`src/rtl/ultrasound_scan_sched.sv`:
```
// Ultrasound time-of-flight scheduler: round-robin burst, ringdown blanking and echo listening
// over four transducer channels, one fixed-length slot per channel.
module ultrasound_scan_sched #(
    parameter int HALF_PERIOD = 277,
    parameter int PULSES      = 8,
    parameter int BLANK_CYC   = 5_000,
    parameter int WINDOW      = 499_999,
    parameter int TOF_W       = 19
) (
    input  logic             clk_50M,
    input  logic             rst,
    input  logic             enable,
    input  logic [3:0]       chan_mask,
    input  logic [3:0]       echo,
    output logic [3:0]       vin,
    output logic             busy,
    output logic             tof_valid,
    output logic [TOF_W-1:0] tof,
    output logic [1:0]       tof_chan,
    output logic             timeout
);
    localparam int HP_W      = $clog2(HALF_PERIOD + 2);
    localparam int BURST_LEN = 2 * (HALF_PERIOD + 1) * PULSES;
    localparam logic [HP_W-1:0]  HP_LAST    = HP_W'(HALF_PERIOD);
    localparam logic [HP_W-1:0]  HP_ONE     = HP_W'(1);
    localparam logic [TOF_W-1:0] CNT_ONE    = TOF_W'(1);
    localparam logic [TOF_W-1:0] BURST_LAST = TOF_W'(BURST_LEN - 1);
    localparam logic [TOF_W-1:0] BLANK_LAST = TOF_W'(BURST_LEN + BLANK_CYC - 1);
    localparam logic [TOF_W-1:0] WIN_LAST   = TOF_W'(WINDOW);

    typedef enum logic [2:0] {
        S_IDLE   = 3'd0,
        S_SELECT = 3'd1,
        S_BURST  = 3'd2,
        S_BLANK  = 3'd3,
        S_LISTEN = 3'd4,
        S_REPORT = 3'd5
    } state_t;

    state_t           state_q, state_d;
    logic [TOF_W-1:0] cnt_q, cnt_d;
    logic [1:0]       ch_q, ch_d;
    logic [1:0]       last_q, last_d;
    logic [HP_W-1:0]  hp_q, hp_d;
    logic             level_q, level_d;
    logic             found_q, found_d;
    logic [TOF_W-1:0] cap_q, cap_d;
    logic [3:0]       sync1_q, sync2_q, sync3_q;
    logic [3:0]       vin_q, vin_d;
    logic             busy_q, busy_d;
    logic             valid_q, valid_d;
    logic [TOF_W-1:0] tof_q, tof_d;
    logic [1:0]       chan_q, chan_d;
    logic             timeout_q, timeout_d;
    logic             hit_s;

    // First enabled channel after 'last', wrapping; the smallest step wins.
    function automatic logic [1:0] pick_chan(input logic [1:0] last, input logic [3:0] mask);
        logic [1:0] c;
        logic [1:0] r;
        r = last;
        for (int i = 4; i >= 1; i--) begin
            c = last + 2'(i);
            r = mask[c] ? c : r;
        end
        return r;
    endfunction

    // State, datapath and output registers with synchronous reset.
    always_ff @(posedge clk_50M) begin
        if (rst) begin
            state_q   <= S_IDLE;
            cnt_q     <= '0;
            ch_q      <= 2'd0;
            last_q    <= 2'd3;
            hp_q      <= '0;
            level_q   <= 1'b0;
            found_q   <= 1'b0;
            cap_q     <= '0;
            sync1_q   <= 4'd0;
            sync2_q   <= 4'd0;
            sync3_q   <= 4'd0;
            vin_q     <= 4'd0;
            busy_q    <= 1'b0;
            valid_q   <= 1'b0;
            tof_q     <= '0;
            chan_q    <= 2'd0;
            timeout_q <= 1'b0;
        end else begin
            state_q   <= state_d;
            cnt_q     <= cnt_d;
            ch_q      <= ch_d;
            last_q    <= last_d;
            hp_q      <= hp_d;
            level_q   <= level_d;
            found_q   <= found_d;
            cap_q     <= cap_d;
            sync1_q   <= echo;
            sync2_q   <= sync1_q;
            sync3_q   <= sync2_q;
            vin_q     <= vin_d;
            busy_q    <= busy_d;
            valid_q   <= valid_d;
            tof_q     <= tof_d;
            chan_q    <= chan_d;
            timeout_q <= timeout_d;
        end
    end

    // Next-state logic; the slot length is fixed by the counter alone.
    always_comb begin
        state_d = state_q;
        case (state_q)
            S_IDLE:   state_d = (enable && (chan_mask != 4'd0)) ? S_SELECT : S_IDLE;
            S_SELECT: state_d = (chan_mask != 4'd0) ? S_BURST : S_IDLE;
            S_BURST:  state_d = (cnt_q == BURST_LAST) ? S_BLANK : S_BURST;
            S_BLANK:  state_d = (cnt_q == BLANK_LAST) ? S_LISTEN : S_BLANK;
            S_LISTEN: state_d = (cnt_q == WIN_LAST) ? S_REPORT : S_LISTEN;
            S_REPORT: state_d = enable ? S_SELECT : S_IDLE;
            default:  state_d = S_IDLE;
        endcase
    end

    // Datapath and next output values; outputs are taken straight from registers.
    always_comb begin
        hit_s     = (state_q == S_LISTEN) && sync2_q[ch_q] && !sync3_q[ch_q] && !found_q;
        ch_d      = ch_q;
        last_d    = last_q;
        hp_d      = hp_q;
        level_d   = level_q;
        found_d   = found_q;
        cap_d     = cap_q;
        tof_d     = tof_q;
        chan_d    = chan_q;
        timeout_d = timeout_q;
        valid_d   = 1'b0;
        busy_d    = (state_d != S_IDLE);
        if (((state_q == S_BURST) || (state_q == S_BLANK) || (state_q == S_LISTEN))
            && (state_d != S_REPORT)) begin
            cnt_d = cnt_q + CNT_ONE;
        end else begin
            cnt_d = '0;
        end
        if (state_q == S_SELECT) begin
            ch_d    = pick_chan(last_q, chan_mask);
            found_d = 1'b0;
            hp_d    = '0;
            level_d = 1'b1;
        end else if (state_q == S_BURST) begin
            hp_d    = (hp_q == HP_LAST) ? '0 : (hp_q + HP_ONE);
            level_d = (hp_q == HP_LAST) ? !level_q : level_q;
        end else if (state_q == S_REPORT) begin
            last_d = ch_q;
        end else begin
            hp_d = hp_q;
        end
        if (hit_s) begin
            found_d = 1'b1;
            cap_d   = cnt_q;
        end else begin
            cap_d = cap_q;
        end
        // A hit in the final listen cycle must still reach this report.
        if (state_d == S_REPORT) begin
            valid_d   = 1'b1;
            chan_d    = ch_q;
            timeout_d = !(found_q || hit_s);
            tof_d     = hit_s ? cnt_q : (found_q ? cap_q : WIN_LAST);
        end else begin
            valid_d = 1'b0;
        end
        if ((state_d == S_BURST) && level_d) begin
            vin_d = 4'b0001 << ch_d;
        end else begin
            vin_d = 4'd0;
        end
    end

    assign vin       = vin_q;
    assign busy      = busy_q;
    assign tof_valid = valid_q;
    assign tof       = tof_q;
    assign tof_chan  = chan_q;
    assign timeout   = timeout_q;
endmodule

```
`config.mk`:
```
export PLATFORM = sky130hd
export DESIGN_NAME = ultrasound_scan_sched
export DESIGN_NICKNAME = d
export VERILOG_FILES = /design/src/rtl/ultrasound_scan_sched.sv
export SDC_FILE = /design/constraint.sdc
export NUM_CORES = 1
export LEC_CHECK = 0
export ABC_AREA = 1
export CAP_MARGIN = 10
export CORE_MARGIN = 2
export CORE_UTILIZATION = 60
export CTS_CLUSTER_SIZE = 14
export DETAILED_ROUTE_END_ITERATION = 16
export PLACE_DENSITY = 0.83
export SYNTH_ARGS = -nofsm -noshare
export SYNTH_HDL_FRONTEND = slang
export SYNTH_SLANG_ARGS = --single-unit
export TNS_END_PERCENT = 10
```
`constraint.sdc`:
```
create_clock -name clk_50M -period 3.4 [get_ports clk_50M]
set_input_delay 0.68 -clock clk_50M [delete_from_list [all_inputs] [get_ports clk_50M]]
set_output_delay 0.68 -clock clk_50M [all_outputs]
set_load 0.01 [all_outputs]
```
cell_classes.png
Drawn at 6 px/um.
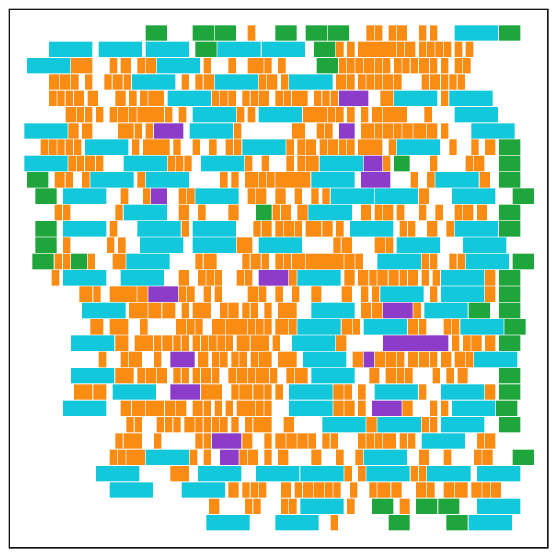
Key: green = other buffers and delay cells [cells 41, share of their area 8.3%]; orange = all other logic [cells 502, share of their area 48%]; purple = clock drivers and dummy loads [cells 16, share of their area 4.2%]; cyan = flip-flops [cells 96, share of their area 40%]
fin util: 69.2%
final instance area: 0.00496 mm^2
num rows: 31

==> notes.md <==
impl run done, here's what came out: post-cts hold buffer count=0, VDD IR-drop max=0.207 mV, status=finished, final reports clean, Dominant comb cell=simple AND/OR/NAND/NOR gates, r2r setup slk=0.96 ns, yosys stat area=0.00439 mm^2, non-filler instance count after layout=754, Seq area share=38.7%, worst reg2reg path depth=6, dpl cell area=0.00476 mm^2, Seq cells post-synth=96, ys flop type=dfxtp_1, sw frac=24.9%, antenna viol nets, final=0, post-layout period usage=71.9%, nonclk buf count=41, # DRC=0, Tap Cells=99, Reg power frac=56.5%, synthesized area per cell=7.03 um^2, CTS buffer count=9, Layout area overhead=13.1%, die area=0.00801 mm^2, cell area after synthesis=0.00439 mm^2, CTS H-tree depth=3, Power Density=411 mW/mm^2, vias per inst=5.18, Hold Path Class=reg2reg, Worst setup endpoint=tof[15]$_SDFFE_PP0P_, Fmax=409 MHz, Top Layout Cells=179 x nand2_1, 96 x dfxtp_1, 70 x inv_1, Clock power frac=37.7%, Data buffer area share=8.12%, MI comb cells=426, Data arrival, critical path=2.71 ns, slowest stage delay, CP=0.75 ns, grt ovf=0, EDFF count, synth=0, r2r endpoint=tof[15]$_SDFFE_PP0P_, Hold Path Cell Cnt=2, Lkg Pwr=2.07 nW, fin crit period=2.44 ns, Resized cells post-CTS=0, crit path cell chain=inv_1 > nand2_1 > o21ai_0 > nand2_1 > nand2_1 > nand2_1, final setup vio count=0, Unique cell types=35, P_sw=508 uW, Syn Inst Count=624, clk slew on worst S/H paths=0.09 ns, First-pass DRT Iterations=5, 1st-iter DRT viols=238, Root Buffer=clkbuf_8, Critical Path RT=3.67 ns, Top cell area share=43.8%, Gate power share=5.9%, largest area contributor in the netlist=dfxtp_1, core area=0.00718 mm^2, most frequent logic cell in the layout=nand2_1, Yosys Instances=624, Cell Count Post-Placement=738, Setup Skew=0.00842 ns, IO Pins=39, CP Launch Type=register, layout cells sized above 1=7.94%, Final GP Congestion=0.907, number of global-route vias before repair=3332, FP Core Util=61.2%, FF/Latch Area=0.00192 mm^2, total clock sinks=96, Yosys warning total=0, Worst Hold End=sync2_q[3]$_SDFF_PP0_, largest net degree at the start of global routing=35, Slew Limit Fails=0, Port Buffer Count=38, Post-CTS Setup Inserts=0, Logic area=0.00203 mm^2, Logic inverters=76
met3.png
Drawn at 4 px/um.
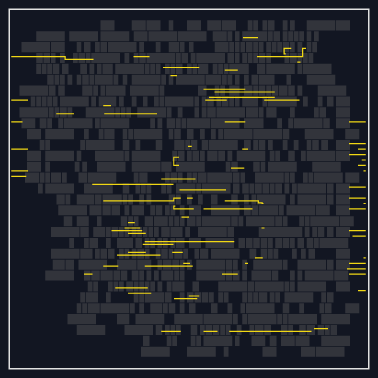
61 nets have wire on it. The longest straight run is 22.1 um.
Via Count: 3902
met3 usage: 4.16%
DRT Wirelength: 9.16 mm

power groups by stage:
stage / logic [mW] / clock network, mW / registers [mW]
after floorplan: 0.0799 / 0 / 1.18
after global placement: 0.112 / 0 / 1.18
after detailed placement: 0.117 / 0 / 1.18
after CTS: 0.118 / 0.774 / 1.15
after global routing: 0.133 / 0.815 / 1.15
final: 0.119 / 0.767 / 1.15
routing by layer:
metal	GRT usage, %	share of wire (%)	vias to the layer above
met1	34.2	49	1759
met4	9.91	2.4	0
met3	4.16	4.8	21
met5	0	0	-
li1	-	-	2003
met2	35.7	44	119
registers in the layout, summed over array words and instances, names as in the netlist, 2 cells and up:
signal    cells
sync3_q       4
vin           4
tof          19
sync2_q       4
last_q        2
cap_q        19
tof_chan      2
hp_q          9
state_q       3
ch_q          2
cnt_q        19
sync1_q       4
No activity file was given, so power comes from the tool's default toggle rates.
